$ cat src/rtl/melody_sequencer_if.sv
// Handshake/bus bundle between a keypad/command source and melody_sequencer.
// master: drives key_num, key_valid, rec_start, play_start, stop; observes the rest.
// slave : the sequencer; drives num_out, state, count, overflow, done.
interface melody_sequencer_if #(
  parameter int DEPTH = 16
);
  localparam int CW = $clog2(DEPTH) + 1;

  logic [3:0]    key_num;
  logic          key_valid;
  logic          rec_start;
  logic          play_start;
  logic          stop;
  logic [3:0]    num_out;
  logic [1:0]    state;
  logic [CW-1:0] count;
  logic          overflow;
  logic          done;

  modport master (
    output key_num, key_valid, rec_start, play_start, stop,
    input  num_out, state, count, overflow, done
  );

  modport slave (
    input  key_num, key_valid, rec_start, play_start, stop,
    output num_out, state, count, overflow, done
  );
endinterface

$ cat src/rtl/melody_sequencer.sv
// Record/playback controller feeding the 4-bit num input of the tone generator.
// Ports:
//   clk      system clock
//   rst      synchronous active-high reset
//   bus      melody_sequencer_if.slave:
//            in : key_num, key_valid, rec_start, play_start, stop
//            out: num_out, state (0 IDLE, 1 RECORD, 2 PLAY_NOTE, 3 PLAY_GAP),
//                 count, overflow (sticky), done (one-cycle pulse)
// All outputs come straight from registers.
module melody_sequencer #(
  parameter int DEPTH    = 16,
  parameter int TICK_DIV = 2500000,
  parameter int NOTE_LEN = 4,
  parameter int GAP_LEN  = 1
) (
  input  logic               clk,
  input  logic               rst,
  melody_sequencer_if.slave  bus
);
  localparam int IW   = (DEPTH > 1) ? $clog2(DEPTH) : 1;
  localparam int CW   = $clog2(DEPTH) + 1;
  localparam int PW   = (TICK_DIV > 1) ? $clog2(TICK_DIV) : 1;
  localparam int LMAX = (NOTE_LEN > GAP_LEN) ? NOTE_LEN : GAP_LEN;
  localparam int TW   = (LMAX > 1) ? $clog2(LMAX) : 1;
  localparam int GAP_LAST = (GAP_LEN > 0) ? GAP_LEN - 1 : 0;

  typedef enum logic [1:0] {
    S_IDLE      = 2'd0,
    S_RECORD    = 2'd1,
    S_PLAY_NOTE = 2'd2,
    S_PLAY_GAP  = 2'd3
  } state_t;

  state_t        state_q, state_d;
  logic [3:0]    num_q, num_d;
  logic [CW-1:0] count_q, count_d;
  logic          ovf_q, ovf_d;
  logic          done_q, done_d;
  logic [PW-1:0] presc_q, presc_d;
  logic [TW-1:0] tcnt_q, tcnt_d;
  logic [IW-1:0] idx_q, idx_d;
  logic [3:0]    mem_q [DEPTH];
  logic          mem_we;

  logic tick, note_end, gap_end, advance, has_next, storable;

  always_comb begin
    tick     = ((state_q == S_PLAY_NOTE) || (state_q == S_PLAY_GAP)) &&
               (presc_q == PW'(TICK_DIV - 1));
    note_end = tick && (tcnt_q == TW'(NOTE_LEN - 1));
    gap_end  = tick && (tcnt_q == TW'(GAP_LAST));
    has_next = (CW'(idx_q) + CW'(1)) < count_q;
    storable = (bus.key_num == 4'd1) ||
               ((bus.key_num >= 4'd3) && (bus.key_num <= 4'd12));
  end

  always_comb begin
    state_d = state_q;
    num_d   = num_q;
    count_d = count_q;
    ovf_d   = ovf_q;
    done_d  = 1'b0;
    presc_d = presc_q;
    tcnt_d  = tcnt_q;
    idx_d   = idx_q;
    mem_we  = 1'b0;
    advance = 1'b0;

    if (bus.stop) begin
      state_d = S_IDLE;
      num_d   = bus.key_num;
      presc_d = '0;
      tcnt_d  = '0;
    end else begin
      case (state_q)
        S_IDLE: begin
          num_d   = bus.key_num;
          presc_d = '0;
          tcnt_d  = '0;
          if (bus.rec_start) begin
            state_d = S_RECORD;
            count_d = '0;
            ovf_d   = 1'b0;
          end else if (bus.play_start) begin
            if (count_q != '0) begin
              state_d = S_PLAY_NOTE;
              idx_d   = '0;
              num_d   = mem_q[0];
            end else begin
              done_d = 1'b1;
            end
          end
        end
        S_RECORD: begin
          num_d = bus.key_num;
          if (bus.rec_start) begin
            count_d = '0;
            ovf_d   = 1'b0;
          end else if (bus.key_valid) begin
            if (storable) begin
              if (count_q < CW'(DEPTH)) begin
                mem_we  = 1'b1;
                count_d = count_q + CW'(1);
              end else begin
                ovf_d = 1'b1;
              end
            end else if (bus.key_num == 4'd2) begin
              state_d = S_IDLE;
            end
          end
        end
        S_PLAY_NOTE: begin
          presc_d = tick ? '0 : presc_q + PW'(1);
          if (tick) tcnt_d = tcnt_q + TW'(1);
          if (note_end) begin
            tcnt_d = '0;
            if (GAP_LEN > 0) begin
              state_d = S_PLAY_GAP;
              num_d   = 4'd0;
            end else begin
              advance = 1'b1;
            end
          end
        end
        S_PLAY_GAP: begin
          presc_d = tick ? '0 : presc_q + PW'(1);
          if (tick) tcnt_d = tcnt_q + TW'(1);
          if (gap_end) begin
            tcnt_d  = '0;
            advance = 1'b1;
          end
        end
        default: state_d = S_IDLE;
      endcase

      // End of a note slot (gap end, or note end when there is no gap).
      if (advance) begin
        if (has_next) begin
          idx_d   = idx_q + IW'(1);
          state_d = S_PLAY_NOTE;
          num_d   = mem_q[idx_q + IW'(1)];
        end else begin
          state_d = S_IDLE;
          num_d   = 4'd0;
          done_d  = 1'b1;
        end
      end
    end
  end

  always_ff @(posedge clk) begin
    if (rst) begin
      state_q <= S_IDLE;
      num_q   <= '0;
      count_q <= '0;
      ovf_q   <= 1'b0;
      done_q  <= 1'b0;
      presc_q <= '0;
      tcnt_q  <= '0;
      idx_q   <= '0;
    end else begin
      state_q <= state_d;
      num_q   <= num_d;
      count_q <= count_d;
      ovf_q   <= ovf_d;
      done_q  <= done_d;
      presc_q <= presc_d;
      tcnt_q  <= tcnt_d;
      idx_q   <= idx_d;
    end
  end

  always_ff @(posedge clk) begin
    if (mem_we) mem_q[count_q[IW-1:0]] <= bus.key_num;
  end

  assign bus.num_out  = num_q;
  assign bus.state    = state_q;
  assign bus.count    = count_q;
  assign bus.overflow = ovf_q;
  assign bus.done     = done_q;
endmodule
$ cat src/flat_wrapper.sv
// flat-port wrapper written by rule: the top's interface ports become plain ports
module melody_sequencer_flat 
#(
  parameter int DEPTH    = 16,
  parameter int TICK_DIV = 2500000,
  parameter int NOTE_LEN = 4,
  parameter int GAP_LEN  = 1
)
  (clk, rst, bus_key_num, bus_key_valid, bus_rec_start, bus_play_start, bus_stop, bus_num_out, bus_state, bus_count, bus_overflow, bus_done);
  melody_sequencer_if #(.DEPTH(DEPTH)) bus_i ();
  input  logic clk;
  input  logic rst;
  input wire logic [$bits(bus_i.key_num)-1:0] bus_key_num;
  input wire logic [$bits(bus_i.key_valid)-1:0] bus_key_valid;
  input wire logic [$bits(bus_i.rec_start)-1:0] bus_rec_start;
  input wire logic [$bits(bus_i.play_start)-1:0] bus_play_start;
  input wire logic [$bits(bus_i.stop)-1:0] bus_stop;
  output wire logic [$bits(bus_i.num_out)-1:0] bus_num_out;
  output wire logic [$bits(bus_i.state)-1:0] bus_state;
  output wire logic [$bits(bus_i.count)-1:0] bus_count;
  output wire logic [$bits(bus_i.overflow)-1:0] bus_overflow;
  output wire logic [$bits(bus_i.done)-1:0] bus_done;
  assign bus_i.key_num = bus_key_num;
  assign bus_i.key_valid = bus_key_valid;
  assign bus_i.rec_start = bus_rec_start;
  assign bus_i.play_start = bus_play_start;
  assign bus_i.stop = bus_stop;
  assign bus_num_out = bus_i.num_out;
  assign bus_state = bus_i.state;
  assign bus_count = bus_i.count;
  assign bus_overflow = bus_i.overflow;
  assign bus_done = bus_i.done;
  melody_sequencer #(.DEPTH(DEPTH), .TICK_DIV(TICK_DIV), .NOTE_LEN(NOTE_LEN), .GAP_LEN(GAP_LEN)) u_core (.clk(clk), .rst(rst), .bus(bus_i));
endmodule
$ cat config.mk
export PLATFORM = sky130hd
export DESIGN_NAME = melody_sequencer_flat
export DESIGN_NICKNAME = d
export VERILOG_FILES = /design/src/rtl/melody_sequencer_if.sv /design/src/rtl/melody_sequencer.sv /design/src/flat_wrapper.sv
export SDC_FILE = /design/constraint.sdc
export NUM_CORES = 1
export LEC_CHECK = 0
export CORE_MARGIN = 1.5
export CORE_UTILIZATION = 48
export CTS_BUF_LIST = sky130_fd_sc_hd__clkbuf_8
export CTS_CLUSTER_DIAMETER = 200
export DETAILED_ROUTE_END_ITERATION = 6
export PLACE_DENSITY = 0.74
export SYNTH_ARGS = -nofsm -noshare
export SYNTH_HDL_FRONTEND = slang
export SYNTH_SLANG_ARGS = --single-unit
$ cat constraint.sdc
create_clock -name clk -period 3.6 [get_ports clk]
set_input_delay 0.72 -clock clk [delete_from_list [all_inputs] [get_ports clk]]
set_output_delay 0.72 -clock clk [all_outputs]
set_load 0.05 [all_outputs]
Fig. 1: clock routing
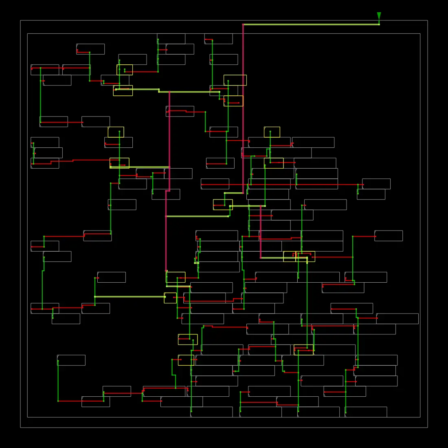
later-pin clock latency in the skew report: 0.40 ns
CTS Buf Count: 9

Fig. 2: ports around the boundary
Pins as bars across the die edge, other pins in grey.
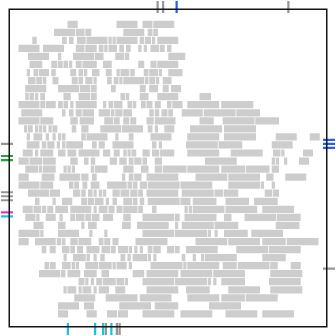
Magenta stands for bus_overflow, pins 1, direction output, edge left. Cyan stands for bus_count, pins 5, direction output, edge 4 bottom, 1 left. Blue stands for bus_num_out, pins 4, direction output, edge 3 right, 1 top. Green stands for bus_state, pins 2, direction output, edge left.
All pins by edge: 8 left, 7 bottom, 4 top, 4 right.
I/O Buffers: 22
die outline width: 107 microns
Die H: 107 microns

==> GITHUB_STEP_SUMMARY <==
### Yosys + OpenROAD results

| Metric | Value |
|---|---|
| Run status | `completed` |
| Seq group | `1290 uW` |
| Std cell rows | `37` |
| Tot GR Track Use | `between 20% and 30%` |
| Final setup fails | `0` |
| Clock Sinks | `approximately 110` |
| Met3 WL post-DR | `~730 microns` |
| Fin worst setup slack | `between 0.6 and 0.7 ns` |
| Sw power | `636 uW` |
| Slew @ Worst Pin | `0.733 ns` |
| Clock buffer depth | `2` |
| CP Launch Type | `register` |
| Post-Syn Area | `0.00517 sq mm` |
| Post-synthesis sequential area ratio | `a little over half` |
| DP Area | `0.00558 sq mm` |
| Proportion of layout cells with a drive suffix above 1 | `12.5%` |
| Final period utilization | `between 80% and 90%` |
| Worst-path clk slew | `roughly 0.11 ns` |
| CTS tree | `yes` |
| Gr ovfl total | `0` |
| CTS resizes | `0` |
| DRT Pass-1 Iters | `5` |
| Cell Type Count | `57` |
| Fa+ha+maj area frac | `4.59%` |
| Vias per inst | `6.06` |
| Number of fill cells in the layout | `893` |
| Largest net degree at the start of global routing | `28` |
| Log Warnings | `36` |
| Non-filler cells in the finished layout | `just over 600` |
| Vias after detailed routing | `between 3000 and 4000` |
| Syn Area/Cell | `11.3 sq um` |
| DP Cell Count | `607` |
| Crit-path max FO | `9` |
| F_max | `344 MHz` |
| Post-CTS Setup Bufs | `0` |
| Cell count in the Yosys report | `458` |
| Yosys simple share | `16.4%` |
| Mux area share | `8.85%` |
| Post-Route WL | `11.5 mm` |
| Crit path cell chain | `inv_1 > ha_1 > nor2_1 > or4_4 > nor3_4 > nor3b_4 > nand2_1 > a211oi_1` |
| Clock network power share | `33.1%` |
| Hold-fix buffers, CTS | `0` |
| Routing usage on met2 | `33.4%` |
| Core Area | `0.0104 sq mm` |
| Comb pwr share | `10.5%` |
| Crit path DRT | `just under 4 ns` |
| Crit. End Element | `register` |
| Slowest cell delay on critical path | `0.60 ns` |
| MaxCap Viol Count | `0` |
| Worst Path Buf+Inv | `1` |
| Chip Area, Yosys | `0.00517 sq mm` |
| Dominant cell area share | `about 37%` |
| Drt wl/cell | `18.5 microns` |
| Clock Skew | `~0.016 ns` |
| Gpl congestion | `0.883` |
| Final ANT Viol Nets | `0` |
| 1st-iter DRT viols | `371` |
| # H-tree levels | `3` |
| Pre-CTS WS | `~0.59 ns` |
| Final instance area | `between 0.005 and 0.006 sq mm` |
| Final Hold Fails | `0` |
| Largest family of logic cells by area | `simple AND/OR/NAND/NOR gates` |
| Hold_ws | `between 0.4 and 0.5 ns` |
| First-pass GRT wire length | `19.1 mm` |
| Top cells, area | `edfxtp_1 37%, dfxtp_1 16%, mux4_2 8.3%` |
| Synthesis-to-layout area growth | `11.7%` |
| Post-Synthesis Cells | `458` |
| Aoi share | `between 10% and 20%` |
| Hold Crit Class | `reg2reg` |
flip-flops by register name, summed over array words and instances, names as in the netlist:
register             flops
u_core.mem_q            64
u_core.presc_q          22
u_core.bus.count         5
u_core.bus.num_out       4
u_core.idx_q             4
u_core.bus.state         2
u_core.tcnt_q            2
u_core.bus.done          1
u_core.bus.overflow      1
area by class of cell:
class	instances	share of cell area [%]
clock buffer	9	2.14
timing repair buffer	35	5.50
sequential	105	47.5
tap	136	2.94
inverter	16	1.04
clock inverter	7	1.36
multi-input combinational	315	39.5
cells in the final DEF, fill, tap and decap left out, types with 5 or more instances in the layout:
cell	Yosys	final
nand2_1	36	36
clkbuf_8	0	9
o21ai_0	25	24
a21o_1	5	5
a211oi_1	12	12
buf_4	0	13
nand4_1	7	7
inv_1	16	16
nor2b_1	5	5
dfxtp_1	41	41
and3_1	5	5
nand3_1	13	13
mux4_2	19	19
a21oi_1	30	30
a31oi_1	5	5
ha_1	19	19
or3_1	5	5
edfxtp_1	64	64
nor3_1	13	13
a311oi_1	8	8
clkdlybuf4s50_1	0	22
nor2_1	46	46
final timing paths:
check	slack, ns	cells past startpoint	startpoint	end
hold reg to reg	0.47	2	u_core.bus.num_out[1]	u_core.bus.num_out[1]
hold / removal	0.47	2	u_core.bus.num_out[1]	u_core.bus.num_out[1]
setup reg to reg	0.70	8	u_core.bus.state[0]	u_core.bus.num_out[2]
setup / recovery	0.70	8	u_core.bus.state[0]	u_core.bus.num_out[2]
cells in the mapped netlist, drive strengths merged (13+ instances only):
cell type  instances
edfxtp            64
ha                19
nor2              46
o21ai             25
mux4              19
nand3             13
dfxtp             41
nand2             36
inv               16
nor3              14
clkbuf            18
a21oi             30
No activity file was given, so power comes from the tool's default toggle rates.
